`config.mk`:
```
export PLATFORM = sky130hd
export DESIGN_NAME = systolic_row_packer
export DESIGN_NICKNAME = d
export VERILOG_FILES = /design/src/rtl/systolic_row_packer.sv
export SDC_FILE = /design/constraint.sdc
export NUM_CORES = 1
export LEC_CHECK = 0
export CORE_ASPECT_RATIO = 0.7
export CORE_MARGIN = 2
export CORE_UTILIZATION = 50
export CTS_BUF_LIST = sky130_fd_sc_hd__clkbuf_16
export CTS_CLUSTER_SIZE = 10
export DETAILED_ROUTE_END_ITERATION = 10
export PLACE_DENSITY = 0.73
export SYNTH_ARGS = -nofsm -noshare
export SYNTH_HDL_FRONTEND = slang
export SYNTH_SLANG_ARGS = --single-unit
```
`constraint.sdc`:
```
create_clock -name clk_i -period 3.65 [get_ports clk_i]
set_clock_uncertainty 0.15 [all_clocks]
set_input_delay 0.365 -clock clk_i [delete_from_list [all_inputs] [get_ports clk_i]]
set_output_delay 0.365 -clock clk_i [all_outputs]
set_load 0.05 [all_outputs]
```
`src/rtl/systolic_row_packer.sv`:
```
// systolic_row_packer
//   Drain stage for systolic_array. Takes the array's serial result stream on a
//   valid/yumi handshake, packs array_width_p consecutive elements into one row
//   word, queues completed rows in a 2-entry FIFO and offers them to the sink on
//   a valid/ready handshake. Each row carries its index within the frame and a
//   last-row flag.
//
//   Optional feature macro: SYSTOLIC_ROW_PACKER_CHECKSUM_EN
//     When defined, adds a 16-bit per-frame checksum of all accepted elements,
//     exposed on checksum_o.
//
//   Ports
//     clk_i        clock, all state on posedge
//     reset_i      asynchronous active-high reset
//     flush_i      synchronous discard of partial row, FIFO and counters
//     valid_i      array result valid
//     data_i       array result element
//     yumi_o       element consumed this cycle (to array yumi_i)
//     valid_o      packed row available at FIFO head
//     ready_i      sink accepts head row
//     data_o       packed row, first-received element in the low bits
//     row_o        row index of head row within frame
//     last_o       head row is the final row of the frame
//     frame_done_o one-cycle pulse after the last row of a frame is popped
//     busy_o       partial row held or FIFO non-empty
//     checksum_o   frame checksum (macro only)
module systolic_row_packer #(
  parameter int width_p        = 8,
  parameter int array_width_p  = 8,
  parameter int array_height_p = 8
) (
  input  logic                               clk_i,
  input  logic                               reset_i,
  input  logic                               flush_i,
  input  logic                               valid_i,
  input  logic [width_p-1:0]                 data_i,
  output logic                               yumi_o,
  output logic                               valid_o,
  input  logic                               ready_i,
  output logic [width_p*array_width_p-1:0]   data_o,
  output logic [$clog2(array_height_p)-1:0]  row_o,
  output logic                               last_o,
  output logic                               frame_done_o,
  output logic                               busy_o
`ifdef SYSTOLIC_ROW_PACKER_CHECKSUM_EN
  ,
  output logic [15:0]                        checksum_o
`endif
);

  localparam int CW     = (array_width_p > 1) ? $clog2(array_width_p) : 1;
  localparam int RW     = $clog2(array_height_p);
  localparam int ROW_W  = width_p * array_width_p;
  localparam logic [CW-1:0] COL_LAST = CW'(array_width_p - 1);
  localparam logic [RW-1:0] ROW_LAST = RW'(array_height_p - 1);

  // Column / row counters and FIFO bookkeeping (control state, reset)
  logic [CW-1:0] col;
  logic [RW-1:0] row;
  logic [1:0]    count;
  logic          wr_ptr;
  logic          rd_ptr;
  logic          frame_done_q;

  // Assembly slots and FIFO storage (data, not reset; masked at the outputs)
  logic [width_p-1:0] slot [array_width_p];
  logic [ROW_W-1:0]   mem_data [2];
  logic [RW-1:0]      mem_row  [2];
  logic               mem_last [2];

  logic             col_last;
  logic             row_last;
  logic             fifo_full;
  logic             fifo_empty;
  logic             push;
  logic             pop;
  logic [ROW_W-1:0] row_word;

  assign col_last   = (col == COL_LAST);
  assign row_last   = (row == ROW_LAST);
  assign fifo_full  = (count == 2'd2);
  assign fifo_empty = (count == 2'd0);

  // Only the row-completing element can be held off, and only by a full FIFO.
  // ready_i deliberately does not feed yumi_o.
  assign yumi_o = valid_i & ~flush_i & ~(col_last & fifo_full);
  assign push   = yumi_o & col_last;
  assign pop    = valid_o & ready_i & ~flush_i;

  assign valid_o      = ~fifo_empty;
  assign busy_o       = (col != '0) | ~fifo_empty;
  assign frame_done_o = frame_done_q;

  // Empty FIFO presents zeros so the unreset storage never leaks to the sink.
  assign data_o = fifo_empty ? '0 : mem_data[rd_ptr];
  assign row_o  = fifo_empty ? '0 : mem_row[rd_ptr];
  assign last_o = fifo_empty ? 1'b0 : mem_last[rd_ptr];

  // The incoming element completes the row directly, without a slot write.
  always_comb begin
    row_word = '0;
    for (int i = 0; i < array_width_p - 1; i++) begin
      row_word[i*width_p +: width_p] = slot[i];
    end
    row_word[(array_width_p-1)*width_p +: width_p] = data_i;
  end

  // ---- control stage ----
  always_ff @(posedge clk_i or posedge reset_i) begin
    if (reset_i) begin
      col          <= '0;
      row          <= '0;
      count        <= 2'd0;
      wr_ptr       <= 1'b0;
      rd_ptr       <= 1'b0;
      frame_done_q <= 1'b0;
    end else if (flush_i) begin
      col          <= '0;
      row          <= '0;
      count        <= 2'd0;
      wr_ptr       <= 1'b0;
      rd_ptr       <= 1'b0;
      frame_done_q <= 1'b0;
    end else begin
      if (yumi_o) begin
        col <= col_last ? '0 : col + CW'(1);
      end
      if (push) begin
        row    <= row_last ? '0 : row + RW'(1);
        wr_ptr <= ~wr_ptr;
      end
      if (pop) begin
        rd_ptr <= ~rd_ptr;
      end
      case ({push, pop})
        2'b10:   count <= count + 2'd1;
        2'b01:   count <= count - 2'd1;
        default: count <= count;
      endcase
      frame_done_q <= pop & last_o;
    end
  end

  // ---- data stage ----
  always_ff @(posedge clk_i) begin
    if (yumi_o && !col_last) begin
      slot[col] <= data_i;
    end
    if (push) begin
      mem_data[wr_ptr] <= row_word;
      mem_row[wr_ptr]  <= row;
      mem_last[wr_ptr] <= row_last;
    end
  end

`ifdef SYSTOLIC_ROW_PACKER_CHECKSUM_EN
  logic [15:0] acc;
  logic [15:0] checksum_q;

  // Zero-extend the element and wrap modulo 2^16.
  function automatic logic [15:0] csum_add(input logic [15:0] a,
                                           input logic [width_p-1:0] d);
    return a + 16'(d);
  endfunction

  always_ff @(posedge clk_i or posedge reset_i) begin
    if (reset_i) begin
      acc        <= '0;
      checksum_q <= '0;
    end else if (flush_i) begin
      acc        <= '0;
      checksum_q <= '0;
    end else if (yumi_o) begin
      if (push && row_last) begin
        checksum_q <= csum_add(acc, data_i);
        acc        <= '0;
      end else begin
        acc <= csum_add(acc, data_i);
      end
    end
  end

  assign checksum_o = checksum_q;
`endif

endmodule

```
==> images/cell_classes.png <==
The bar under the picture is 50 um long. Fill, decap, tap and diode cells in grey.
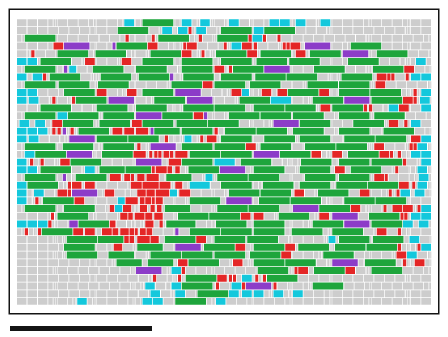
[green] flip-flops | cells: 203 | share of their area: 67%
[red] all other logic | cells: 195 | share of their area: 15%
[purple] clock drivers and dummy loads | cells: 34 | share of their area: 7.3%
[cyan] other buffers and delay cells | cells: 95 | share of their area: 11%
final core utilization: 63.4%
Site Rows: 37

==> images/metal_stack.png <==
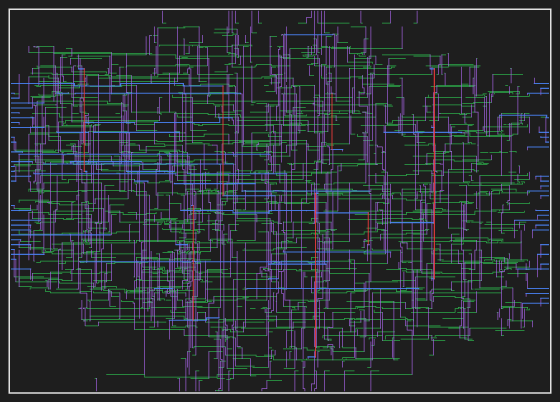
[red] met4 | wire length: 220 um
[green] met1 | wire length: 6,320 um
[purple] met2 | wire length: 6,130 um
[blue] met3 | wire length: 1,030 um
GRT Total Usage: 17.9%
DR WL/cell: 19.0 um
WL final: 13.7 mm

==> flow_summary_export.csv <==
group,metric,value,unit
yosys,synth-edff-count,192,
final_layout,combGateArea,0.00137,mm2
pwr,sequentialPower,2.56,mW
yosys,ff_type,"edfxtp_1",
floorplanning,die_w,150,um
floorplanning,die_area,0.0160,mm2
yosys,syn_avg_cell_area,18.1,um2
timing,finalHoldViolCount,0,
clock_tree,clock_path_buffers,3,
clock_tree,path_clk_slew,50,ps
final_layout,num_antenna_cells,0,
final_layout,stdcell_area,0.00930,mm2
clock_tree,ctsResizeCount,0,
yosys,synthDistinctLibCells,38,
timing,fin_ws,482,ps
yosys,synthCells,414,
setup_path,r2r-start,"col[1]",
setup_path,setup.worst_path.start_class,"register",
grt,grt_max_degree,55,
grt,grt_util_met3,3.82,%
clock_tree,cts_buffers,24,
final_layout,flop_area,0.00604,mm2
floorplanning,ios,85,
yosys,async_flop_share,5.42,%
setup_path,reg2regPathDepth,6,
yosys,ys_cells,414,
final_layout,largest_reg_flops,128,
final_layout,layout_top_cell,"edfxtp_1",
final_layout,top_regs,"mem_data (128), slot (56), mem_row (6)",
clock_tree,clock-sinks,203,
floorplanning,initCoreUtil,51.1,%
routing,drt-vias-per-instance,5.23,
yosys,adder_share,0.834,%
yosys,area_leaders,"edfxtp_1 77%, mux2i_1 9.2%, nor2_1 3.7%, dfrtp_1 3.7%, buf_2 0.87%",
clock_tree,cts_root_buf,"clkbuf_16",
setup_path,crit_path_max_fanout,22,
placed_design,hpwl,8.37,mm
min_path,hold_class,"input port to async pin",
setup_path,crit_type,"register to primary output",
final_layout,drive_above_1_share,9.49,%
setup_path,cp_top_family,"buffers and inverters",
floorplanning,die_y,107,um
yosys,top_cell,"edfxtp_1",
yosys,yosys_warnings,0,
placed_design,dp_cells,688,
placed_design,placed_area,0.00863,mm2
timing,tightest_slew,745,ps
pwr,internal_power,3.79,mW
routing,highest_layer,"met4",
setup_path,reg2reg_to,"mem_data[0][52]",
pwr,p_leak,3.00,nW
yosys,largest_area_cell,"edfxtp_1",
clock_tree,hold_buffers,0,
run,warnings,27,
pwr,p_comb,0.0883,mW
timing,finalSetupViolCount,0,
placed_design,numPortBuffers,84,
final_layout,lay_top_cells,"192 x edfxtp_1, 84 x clkdlybuf4s50_1, 74 x nor2_1",
placed_design,post-place-ws,776,ps
yosys,syn_area,0.00750,mm2
grt,grt_pass1_vias,3865,
clock_tree,h-tree-depth,1,
final_layout,comb-cell-share,14.7,%
pwr,switching_power,0.878,mW
pwr,clk-power,2.02,mW
timing,slew_violations,0,
grt,grtUsageMet1,26.6,%
final_layout,final_cell_count_no_fill,722,
timing,rsz0062_at_grt,"no",
setup_path,critPathMaxStageDelay,820,ps
outcome,status,"finished clean",
grt,overflow,0,
routing,drtIter0Drc,225,
setup_path,setup.worst_path.start,"rd_ptr",
pwr,finalPower,4.67,mW
clock_tree,cts_tree,"done",
routing,drt_first_pass_iters,4,
yosys,ys_sh_xor,0.117,%
yosys,logic_family,"multiplexers",
final_layout,buffer_area_share,10.3,%
clock_tree,cts_setup_buffers,0,
timing,timing.final.crit_share,86.8,%
routing,ant_nets,0,
setup_path,ff2ff_setup_slack,840,ps
final_layout,inv_count,4,
yosys,simple_gate_share,6.52,%
yosys,top_cell_area_share,76.8,%
clock_tree,insertion_delay,490,ps
final_layout,clk_share,7.15,%
yosys,synth.area.mux_share,9.50,%
final_layout,comb.multi_input.count,191,
setup_path,path_cells,"buf_4 > mux2i_1 > nor2_1 > clkdlybuf4s50_1",
final_layout,clkbuf_count,25,
yosys,top_cells_by_count,"192 x edfxtp_1, 74 x nor2_1, 69 x mux2i_1, 13 x buf_2, 11 x dfrtp_1",
setup_path,cp.depth,4,
final_layout,top_register,"mem_data",
routing,wl_met1,6.32,mm
setup_path,endpoint_kind,"primary output",
final_layout,largest_class,"flip-flops and latches",
setup_path,crit_end,"data_o[33]",
pwr,seqPwrFrac,54.9,%
grt,top_usage_layer,"met2",
pwr,powerDensity,502,mW/mm2
grt,antenna_found_initial,0,
pwr,comb_power_share,1.9,%
run,maxCapViolCount,0,
yosys,fp_nets,432,
timing,tns,0,ps
==> images/final_placement.png <==
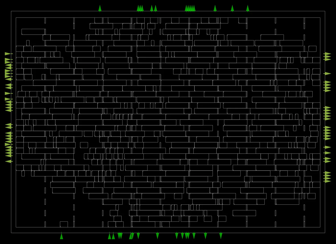
sequential share of cell area: 65.0%
num sequential: 203
core box area: 0.0147 mm2
FILL cells: 1,013
Well Taps: 195

==> images/wire_density.png <==
30 x 21 tiles, from black (low) to pale yellow (high), scaled to the fullest tile. Values are wire area over tile area, all layers added.
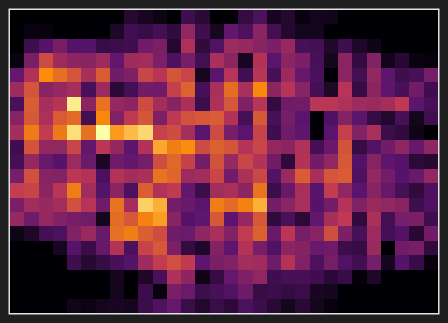
mean over tiles: 0.14
tiles over half the peak: 16%
nearly empty tiles: 14%
fullest tile: 0.47
via count: 3,774

Power and IR drop assume default switching activity.
